sizing.png
Drawn at 4 px/µm.
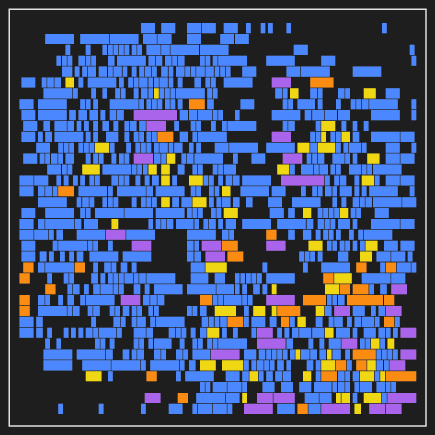
class_map.png
Drawn at 4 px/µm.
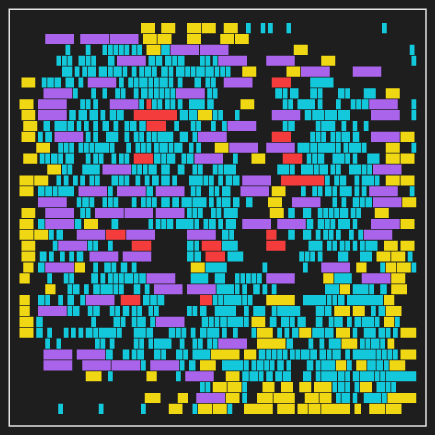
congestion_map.png
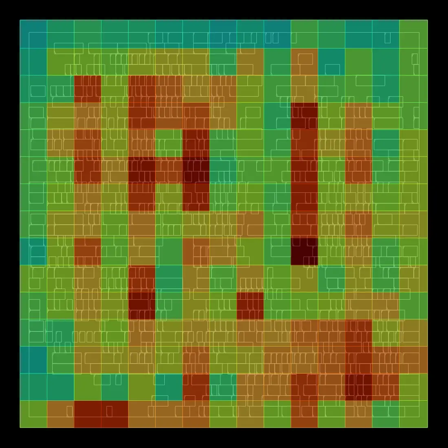
closeup.png
Window x 13 to 38, y 65 to 90 µm. Cells in gray, sequential cells in the stronger gray; small squares are vias.
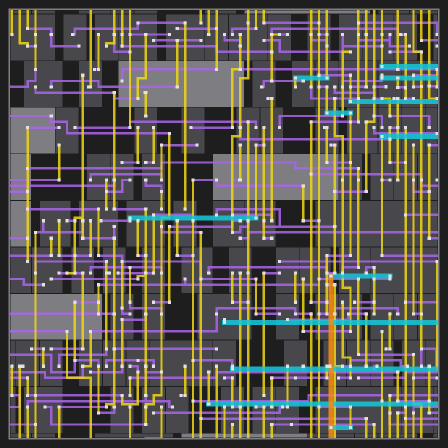
m1.png
Drawn at 4 px/µm.
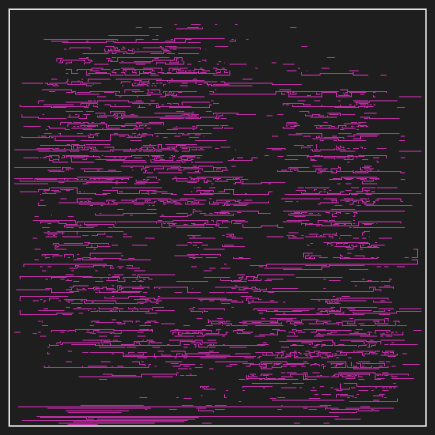
File: src/rtl/hist_pkg.sv
// Shared types and defaults for the histogram controller: FSM state encoding,
// default geometry and statistics counter widths.
package hist_pkg;

  localparam int DWIDTH_DEF = 16;
  localparam int AWIDTH_DEF = 9;
  localparam int WORDS_DEF  = 512;
  localparam int TOTAL_W    = 32;
  localparam int LOST_W     = 16;

  typedef enum logic [1:0] {
    IDLE = 2'd0,
    RD   = 2'd1,
    WR   = 2'd2,
    CLR  = 2'd3
  } state_e;

endpackage

File: src/rtl/hist_ctrl_if.sv
// Bundle of event input, clear control, host read, statistics and the two
// histogram RAM ports. "slave" is the controller's view, "master" the surroundings.
interface hist_ctrl_if #(
  parameter int DWIDTH = hist_pkg::DWIDTH_DEF,
  parameter int AWIDTH = hist_pkg::AWIDTH_DEF
);

  logic                       acq_en;
  logic                       ev_stb;
  logic [AWIDTH-1:0]          ev_ch;
  logic                       clr_start;
  logic                       clr_busy;
  logic                       clr_done;
  // Host reads have no back-pressure: each cycle rd_en is high is a request,
  // answered exactly one cycle later by rd_valid with rd_data; there is no ready.
  logic                       rd_en;
  logic [AWIDTH-1:0]          rd_addr;
  logic                       rd_valid;
  logic [DWIDTH-1:0]          rd_data;
  logic [hist_pkg::TOTAL_W-1:0] ev_total;
  logic [hist_pkg::LOST_W-1:0]  ev_lost;
  logic                       bin_ovf;
  logic [AWIDTH-1:0]          ram_addr1;
  logic [DWIDTH-1:0]          ram_d1;
  logic                       ram_load1;
  logic [DWIDTH-1:0]          ram_q1;
  logic [AWIDTH-1:0]          ram_addr2;
  logic [DWIDTH-1:0]          ram_d2;
  logic                       ram_load2;
  logic [DWIDTH-1:0]          ram_q2;

  modport slave (
    input  acq_en, ev_stb, ev_ch, clr_start, rd_en, rd_addr, ram_q1, ram_q2,
    output clr_busy, clr_done, rd_valid, rd_data, ev_total, ev_lost, bin_ovf,
    output ram_addr1, ram_d1, ram_load1, ram_addr2, ram_d2, ram_load2
  );

  modport master (
    output acq_en, ev_stb, ev_ch, clr_start, rd_en, rd_addr, ram_q1, ram_q2,
    input  clr_busy, clr_done, rd_valid, rd_data, ev_total, ev_lost, bin_ovf,
    input  ram_addr1, ram_d1, ram_load1, ram_addr2, ram_d2, ram_load2
  );

endinterface

File: src/rtl/sat_inc.sv
// Saturating +1: holds at all-ones and flags that the input was already full.
module sat_inc #(
  parameter int DWIDTH = hist_pkg::DWIDTH_DEF
) (
  input  logic [DWIDTH-1:0] a_i,
  output logic [DWIDTH-1:0] y_o,
  output logic              ovf_o
);

  assign ovf_o = &a_i;
  assign y_o   = ovf_o ? a_i : a_i + DWIDTH'(1);

endmodule

File: src/rtl/hist_ctrl.sv
// Histogram acquisition controller: read-modify-write of one bin per accepted
// event through RAM port 1, sequential bin clear, host reads through port 2.
module hist_ctrl
  import hist_pkg::*;
#(
  parameter int DWIDTH = DWIDTH_DEF,
  parameter int AWIDTH = AWIDTH_DEF,
  parameter int WORDS  = WORDS_DEF
) (
  input  logic        clk,
  input  logic        rst,
  hist_ctrl_if.slave  bus,
  output state_e      state_o
);

  localparam logic [AWIDTH-1:0] LAST_ADDR = AWIDTH'(WORDS - 1);

  state_e              state_q, state_d;
  logic [AWIDTH-1:0]   ch_q, ch_d;
  logic [AWIDTH-1:0]   clr_addr_q, clr_addr_d;
  logic                clr_pend_q, clr_pend_d;
  logic [TOTAL_W-1:0]  ev_total_q, ev_total_d;
  logic [LOST_W-1:0]   ev_lost_q, ev_lost_d;
  logic                bin_ovf_q, bin_ovf_d;
  logic                clr_done_q, clr_done_d;
  logic                rd_valid_q;

  logic                ev_live;
  logic                accept, drop, take_clr;
  logic [DWIDTH-1:0]   inc_val;
  logic                inc_ovf;
  logic [AWIDTH-1:0]   addr1;
  logic [DWIDTH-1:0]   d1;
  logic                load1;

  assign ev_live = bus.ev_stb & bus.acq_en;

  sat_inc #(.DWIDTH(DWIDTH)) u_sat_inc (
    .a_i   (bus.ram_q1),
    .y_o   (inc_val),
    .ovf_o (inc_ovf)
  );

  always_comb begin
    state_d    = state_q;
    ch_d       = ch_q;
    clr_addr_d = clr_addr_q;
    clr_pend_d = clr_pend_q;
    ev_total_d = ev_total_q;
    ev_lost_d  = ev_lost_q;
    bin_ovf_d  = bin_ovf_q;
    clr_done_d = 1'b0;
    addr1      = '0;
    d1         = '0;
    load1      = 1'b0;
    accept     = 1'b0;
    drop       = 1'b0;
    take_clr   = 1'b0;

    case (state_q)
      IDLE: begin
        if (bus.clr_start) take_clr = 1'b1;
        else if (ev_live)  accept   = 1'b1;
      end
      RD: begin
        addr1   = ch_q;
        state_d = WR;
        if (bus.clr_start) clr_pend_d = 1'b1;
        if (ev_live)       drop       = 1'b1;
      end
      WR: begin
        // The write lands at this edge, so an RD of the same bin next cycle sees it.
        addr1 = ch_q;
        d1    = inc_val;
        load1 = 1'b1;
        if (inc_ovf) bin_ovf_d = 1'b1;
        if (clr_pend_q)   take_clr = 1'b1;
        else if (ev_live) accept   = 1'b1;
        else              state_d  = IDLE;
      end
      CLR: begin
        addr1 = clr_addr_q;
        load1 = 1'b1;
        if (ev_live) drop = 1'b1;
        if (clr_addr_q == LAST_ADDR) begin
          state_d    = IDLE;
          clr_done_d = 1'b1;
        end else begin
          clr_addr_d = clr_addr_q + AWIDTH'(1);
        end
      end
      default: state_d = IDLE;
    endcase

    if (accept) begin
      ch_d       = bus.ev_ch;
      ev_total_d = ev_total_q + TOTAL_W'(1);
      state_d    = RD;
    end
    if (drop && (ev_lost_q != '1)) ev_lost_d = ev_lost_q + LOST_W'(1);
    // A taken clear overrides everything counted in the same cycle.
    if (take_clr) begin
      ev_total_d = '0;
      ev_lost_d  = '0;
      bin_ovf_d  = 1'b0;
      clr_pend_d = 1'b0;
      clr_addr_d = '0;
      state_d    = CLR;
    end
  end

  always_ff @(posedge clk) begin
    if (rst) begin
      state_q    <= IDLE;
      ch_q       <= '0;
      clr_addr_q <= '0;
      clr_pend_q <= 1'b0;
      ev_total_q <= '0;
      ev_lost_q  <= '0;
      bin_ovf_q  <= 1'b0;
      clr_done_q <= 1'b0;
      rd_valid_q <= 1'b0;
    end else begin
      state_q    <= state_d;
      ch_q       <= ch_d;
      clr_addr_q <= clr_addr_d;
      clr_pend_q <= clr_pend_d;
      ev_total_q <= ev_total_d;
      ev_lost_q  <= ev_lost_d;
      bin_ovf_q  <= bin_ovf_d;
      clr_done_q <= clr_done_d;
      rd_valid_q <= bus.rd_en;
    end
  end

  assign bus.ram_addr1 = addr1;
  assign bus.ram_d1    = d1;
  assign bus.ram_load1 = load1;
  assign bus.ram_addr2 = bus.rd_addr;
  assign bus.ram_d2    = '0;
  assign bus.ram_load2 = 1'b0;
  assign bus.rd_valid  = rd_valid_q;
  assign bus.rd_data   = bus.ram_q2;
  assign bus.clr_busy  = (state_q == CLR);
  assign bus.clr_done  = clr_done_q;
  assign bus.ev_total  = ev_total_q;
  assign bus.ev_lost   = ev_lost_q;
  assign bus.bin_ovf   = bin_ovf_q;
  assign state_o       = state_q;

endmodule
File: src/flat_wrapper.sv
// flat-port wrapper written by rule: the top's interface ports become plain ports
module hist_ctrl_flat import hist_pkg::*;
#(
  parameter int DWIDTH = DWIDTH_DEF,
  parameter int AWIDTH = AWIDTH_DEF,
  parameter int WORDS  = WORDS_DEF
)
  (clk, rst, state_o, bus_acq_en, bus_ev_stb, bus_ev_ch, bus_clr_start, bus_rd_en, bus_rd_addr, bus_ram_q1, bus_ram_q2, bus_clr_busy, bus_clr_done, bus_rd_valid, bus_rd_data, bus_ev_total, bus_ev_lost, bus_bin_ovf, bus_ram_addr1, bus_ram_d1, bus_ram_load1, bus_ram_addr2, bus_ram_d2, bus_ram_load2);
  hist_ctrl_if #(.DWIDTH(DWIDTH), .AWIDTH(AWIDTH)) bus_i ();
  input  logic clk;
  input  logic rst;
  output state_e state_o;
  input wire logic [$bits(bus_i.acq_en)-1:0] bus_acq_en;
  input wire logic [$bits(bus_i.ev_stb)-1:0] bus_ev_stb;
  input wire logic [$bits(bus_i.ev_ch)-1:0] bus_ev_ch;
  input wire logic [$bits(bus_i.clr_start)-1:0] bus_clr_start;
  input wire logic [$bits(bus_i.rd_en)-1:0] bus_rd_en;
  input wire logic [$bits(bus_i.rd_addr)-1:0] bus_rd_addr;
  input wire logic [$bits(bus_i.ram_q1)-1:0] bus_ram_q1;
  input wire logic [$bits(bus_i.ram_q2)-1:0] bus_ram_q2;
  output wire logic [$bits(bus_i.clr_busy)-1:0] bus_clr_busy;
  output wire logic [$bits(bus_i.clr_done)-1:0] bus_clr_done;
  output wire logic [$bits(bus_i.rd_valid)-1:0] bus_rd_valid;
  output wire logic [$bits(bus_i.rd_data)-1:0] bus_rd_data;
  output wire logic [$bits(bus_i.ev_total)-1:0] bus_ev_total;
  output wire logic [$bits(bus_i.ev_lost)-1:0] bus_ev_lost;
  output wire logic [$bits(bus_i.bin_ovf)-1:0] bus_bin_ovf;
  output wire logic [$bits(bus_i.ram_addr1)-1:0] bus_ram_addr1;
  output wire logic [$bits(bus_i.ram_d1)-1:0] bus_ram_d1;
  output wire logic [$bits(bus_i.ram_load1)-1:0] bus_ram_load1;
  output wire logic [$bits(bus_i.ram_addr2)-1:0] bus_ram_addr2;
  output wire logic [$bits(bus_i.ram_d2)-1:0] bus_ram_d2;
  output wire logic [$bits(bus_i.ram_load2)-1:0] bus_ram_load2;
  assign bus_i.acq_en = bus_acq_en;
  assign bus_i.ev_stb = bus_ev_stb;
  assign bus_i.ev_ch = bus_ev_ch;
  assign bus_i.clr_start = bus_clr_start;
  assign bus_i.rd_en = bus_rd_en;
  assign bus_i.rd_addr = bus_rd_addr;
  assign bus_i.ram_q1 = bus_ram_q1;
  assign bus_i.ram_q2 = bus_ram_q2;
  assign bus_clr_busy = bus_i.clr_busy;
  assign bus_clr_done = bus_i.clr_done;
  assign bus_rd_valid = bus_i.rd_valid;
  assign bus_rd_data = bus_i.rd_data;
  assign bus_ev_total = bus_i.ev_total;
  assign bus_ev_lost = bus_i.ev_lost;
  assign bus_bin_ovf = bus_i.bin_ovf;
  assign bus_ram_addr1 = bus_i.ram_addr1;
  assign bus_ram_d1 = bus_i.ram_d1;
  assign bus_ram_load1 = bus_i.ram_load1;
  assign bus_ram_addr2 = bus_i.ram_addr2;
  assign bus_ram_d2 = bus_i.ram_d2;
  assign bus_ram_load2 = bus_i.ram_load2;
  hist_ctrl #(.DWIDTH(DWIDTH), .AWIDTH(AWIDTH), .WORDS(WORDS)) u_core (.clk(clk), .rst(rst), .bus(bus_i), .state_o(state_o));
endmodule
File: config.mk
export PLATFORM = sky130hd
export DESIGN_NAME = hist_ctrl_flat
export DESIGN_NICKNAME = d
export VERILOG_FILES = /design/src/rtl/hist_pkg.sv /design/src/rtl/hist_ctrl_if.sv /design/src/rtl/sat_inc.sv /design/src/rtl/hist_ctrl.sv /design/src/flat_wrapper.sv
export SDC_FILE = /design/constraint.sdc
export NUM_CORES = 1
export LEC_CHECK = 0
export ABC_AREA = 1
export CORE_MARGIN = 2
export CORE_UTILIZATION = 49
export CTS_CLUSTER_SIZE = 14
export DETAILED_ROUTE_END_ITERATION = 10
export GPL_TIMING_DRIVEN = 0
export HOLD_SLACK_MARGIN = 0.15
export PLACE_DENSITY = 0.87
export RECOVER_POWER = 25
export REMOVE_ABC_BUFFERS = 1
export SLEW_MARGIN = 10
export SYNTH_ARGS = -nofsm -noshare
export SYNTH_HDL_FRONTEND = slang
export SYNTH_SLANG_ARGS = --single-unit
File: constraint.sdc
create_clock -name clk -period 2.6 [get_ports clk]
set_input_delay 0.52 -clock clk [delete_from_list [all_inputs] [get_ports clk]]
set_output_delay 0.52 -clock clk [all_outputs]
set_load 0.1 [all_outputs]
==> flow_summary.json <==
{
  "lay_top_count": "nand2_1",
  "finalHoldViolCount": 0,
  "dieHeight_um": 104,
  "placed_cell_area_um2": 5800,
  "cts_root_buf": "clkbuf_8",
  "cp-start-kind": "input port",
  "ys.flops": 72,
  "core_um2": 9730,
  "clockBufferDepth": 2,
  "drv_cap": 0,
  "post_drt_via_cell_ratio": 5.19,
  "status": "finished, final reports clean",
  "drive_gt1_frac": 0.145,
  "critPathMaxFanout": 6,
  "max_stage_delay_ns": 0.25,
  "final_cell_mix": "nand2_1 (186), nor2_1 (117), inv_1 (78)",
  "clk_pin_slew_ns": 0.07,
  "cts_tree": "built",
  "ys_types": 40,
  "synth_top_cell_by_area": "dfxtp_1",
  "grt_antenna_before_repair": 0,
  "portBuffers": 110,
  "cp_slowest_cell": "nand4_1",
  "preCtsSetupSlack_ns": -1.70,
  "final_design_area_no_fill_um2": 6260,
  "grt_max_degree": 36,
  "initial_utilization": 0.502,
  "cellPowerDensity_nw_per_um2": 661,
  "synth_top_area_share": 0.295,
  "setup_ws_ns": 0.0566,
  "die_w_um": 104,
  "wl_per_cell_um": 13.7,
  "min_path_type": "register to register"
}
-- sizing.png (at the start) --
size	color	cells	share
x6 and larger	purple	32	3.7%
x1 and smaller	blue	730	85%
x2	yellow	58	6.8%
x3 and x4	orange	34	4.0%

-- class_map.png (at the start) --
class	color	cells
remaining buffers and delay cells	yellow	120
registers	purple	72
clock drivers and dummy loads	red	16
remaining logic cells	cyan	646

-- congestion_map.png (at the start) --
post-layout util: 0.643
GRT Total Usage: 0.240

-- closeup.png (at the start) --
layer	color
M2	yellow
M3	cyan
M4	orange
M1	purple
netlist names of flops here include	u_core.bus.ev_total (3)
cells with their middle in the window	86
most frequent	nor2_1 (22), nand2_1 (21), inv_1 (14)
sequential cells in the window	3

-- m1.png (at the start) --
nets with wire on the layer	812
longest straight run	77.3 µm
share of all routed wire	43%
wire length on this layer	5,800 µm
main direction	horizontal
met1 usage: 0.305
drt total wl: 13.5 mm

==> power by group <==
group          total [µW]  switching (µW)  internal, µW
combinational        1910            1450           457
clock                1030             430           595
sequential           1200            47.7          1150
==> area by class of cell <==
| cell class | instances | area, µm² |
|---|---|---|
| Fill cell | 905 | 3470 |
| Multi-Input combinational cell | 557 | 2860 |
| Sequential cell | 72 | 1440 |
| Timing Repair Buffer | 120 | 1220 |
| Inverter | 89 | 338 |
| Tap cell | 133 | 166 |
| Clock buffer | 12 | 155 |
| Clock inverter | 4 | 76.3 |
==> critical path, delay by kind of cell <==
kind            cells  cell delay, ns
simple gates        4            0.60
buf+inv             3            0.58
fa+ha+maj           1            0.16
compound gates      1            0.16
==> cell families (layout without fill, tap and decap cells) <==
group	count (synthesis)	after routing	synth area share
xor gates and xnor gates	18	18	0.0323
other	1	17	0.000768
adders and majority gates	12	12	0.0308
AOI/OAI and AO/OA	87	87	0.0979
buffers and inverters	146	225	0.153
and+or+nand+nor	423	423	0.390
DFF	72	72	0.295
==> registers in the layout, summed over array words and instances (netlist names) <==
name                 flops
u_core.bus.ev_total     32
u_core.bus.ev_lost      16
u_core.ch_q              9
u_core.clr_addr_q        9
u_core.state_o           2
u_core.bus.bin_ovf       1
u_core.bus.clr_done      1
u_core.bus.rd_valid      1
u_core.clr_pend_q        1
==> what timing repair did <==
item                                    in CTS  in global routing
hold buffers                                 0                  0
resized                                    230                 26
endpoints found under the setup margin      28                 25
pin swaps                                    6                  4
setup buffers                                6                  4
==> through the flow <==
step,total power [µW],instances,utilization,TNS (ns)
after global routing,4290,987,0.643,-0.120
final,4130,987,0.643,0
after global placement,3000,961,0.596,-27.74
after CTS,4130,983,0.636,-0.0454
after detailed placement,3020,961,0.596,-28.78
after floorplan,2600,718,-,-39.66
==> cells in the mapped netlist (all sizes together) (4+ instances only) <==
cell	count
buf	52
nor2	130
ha	12
inv	88
dfxtp	72
o21ai	35
clkbuf	5
nor3	23
a31oi	4
xnor2	5
nand4	22
nand2	198
nand3	40
a21oi	45
xor2	13
==> routing by layer <==
metal | global-route usage | routed length, µm | vias up
li1 | - | - | 2539
met1 | 0.305 | 5800 | 2318
met2 | 0.389 | 6220 | 235
met3 | 0.0755 | 1220 | 27
met4 | 0.0763 | 238 | 0
met5 | 0.00476 | 0 | -
==> worst paths after layout <==
check	start	endpoint	slack, ns	depth (start not counted)
worst max-delay path	bus_ram_q1[1]	bus_ram_d1[1]	0.06	9
worst min-delay path	u_core.bus.bin_ovf	u_core.bus.bin_ovf	0.47	2
worst max register to register	u_core.state_o[0]	u_core.bus.ev_total[24]	0.23	11
worst min register to register	u_core.bus.bin_ovf	u_core.bus.bin_ovf	0.47	2
Power and IR drop assume default switching activity.
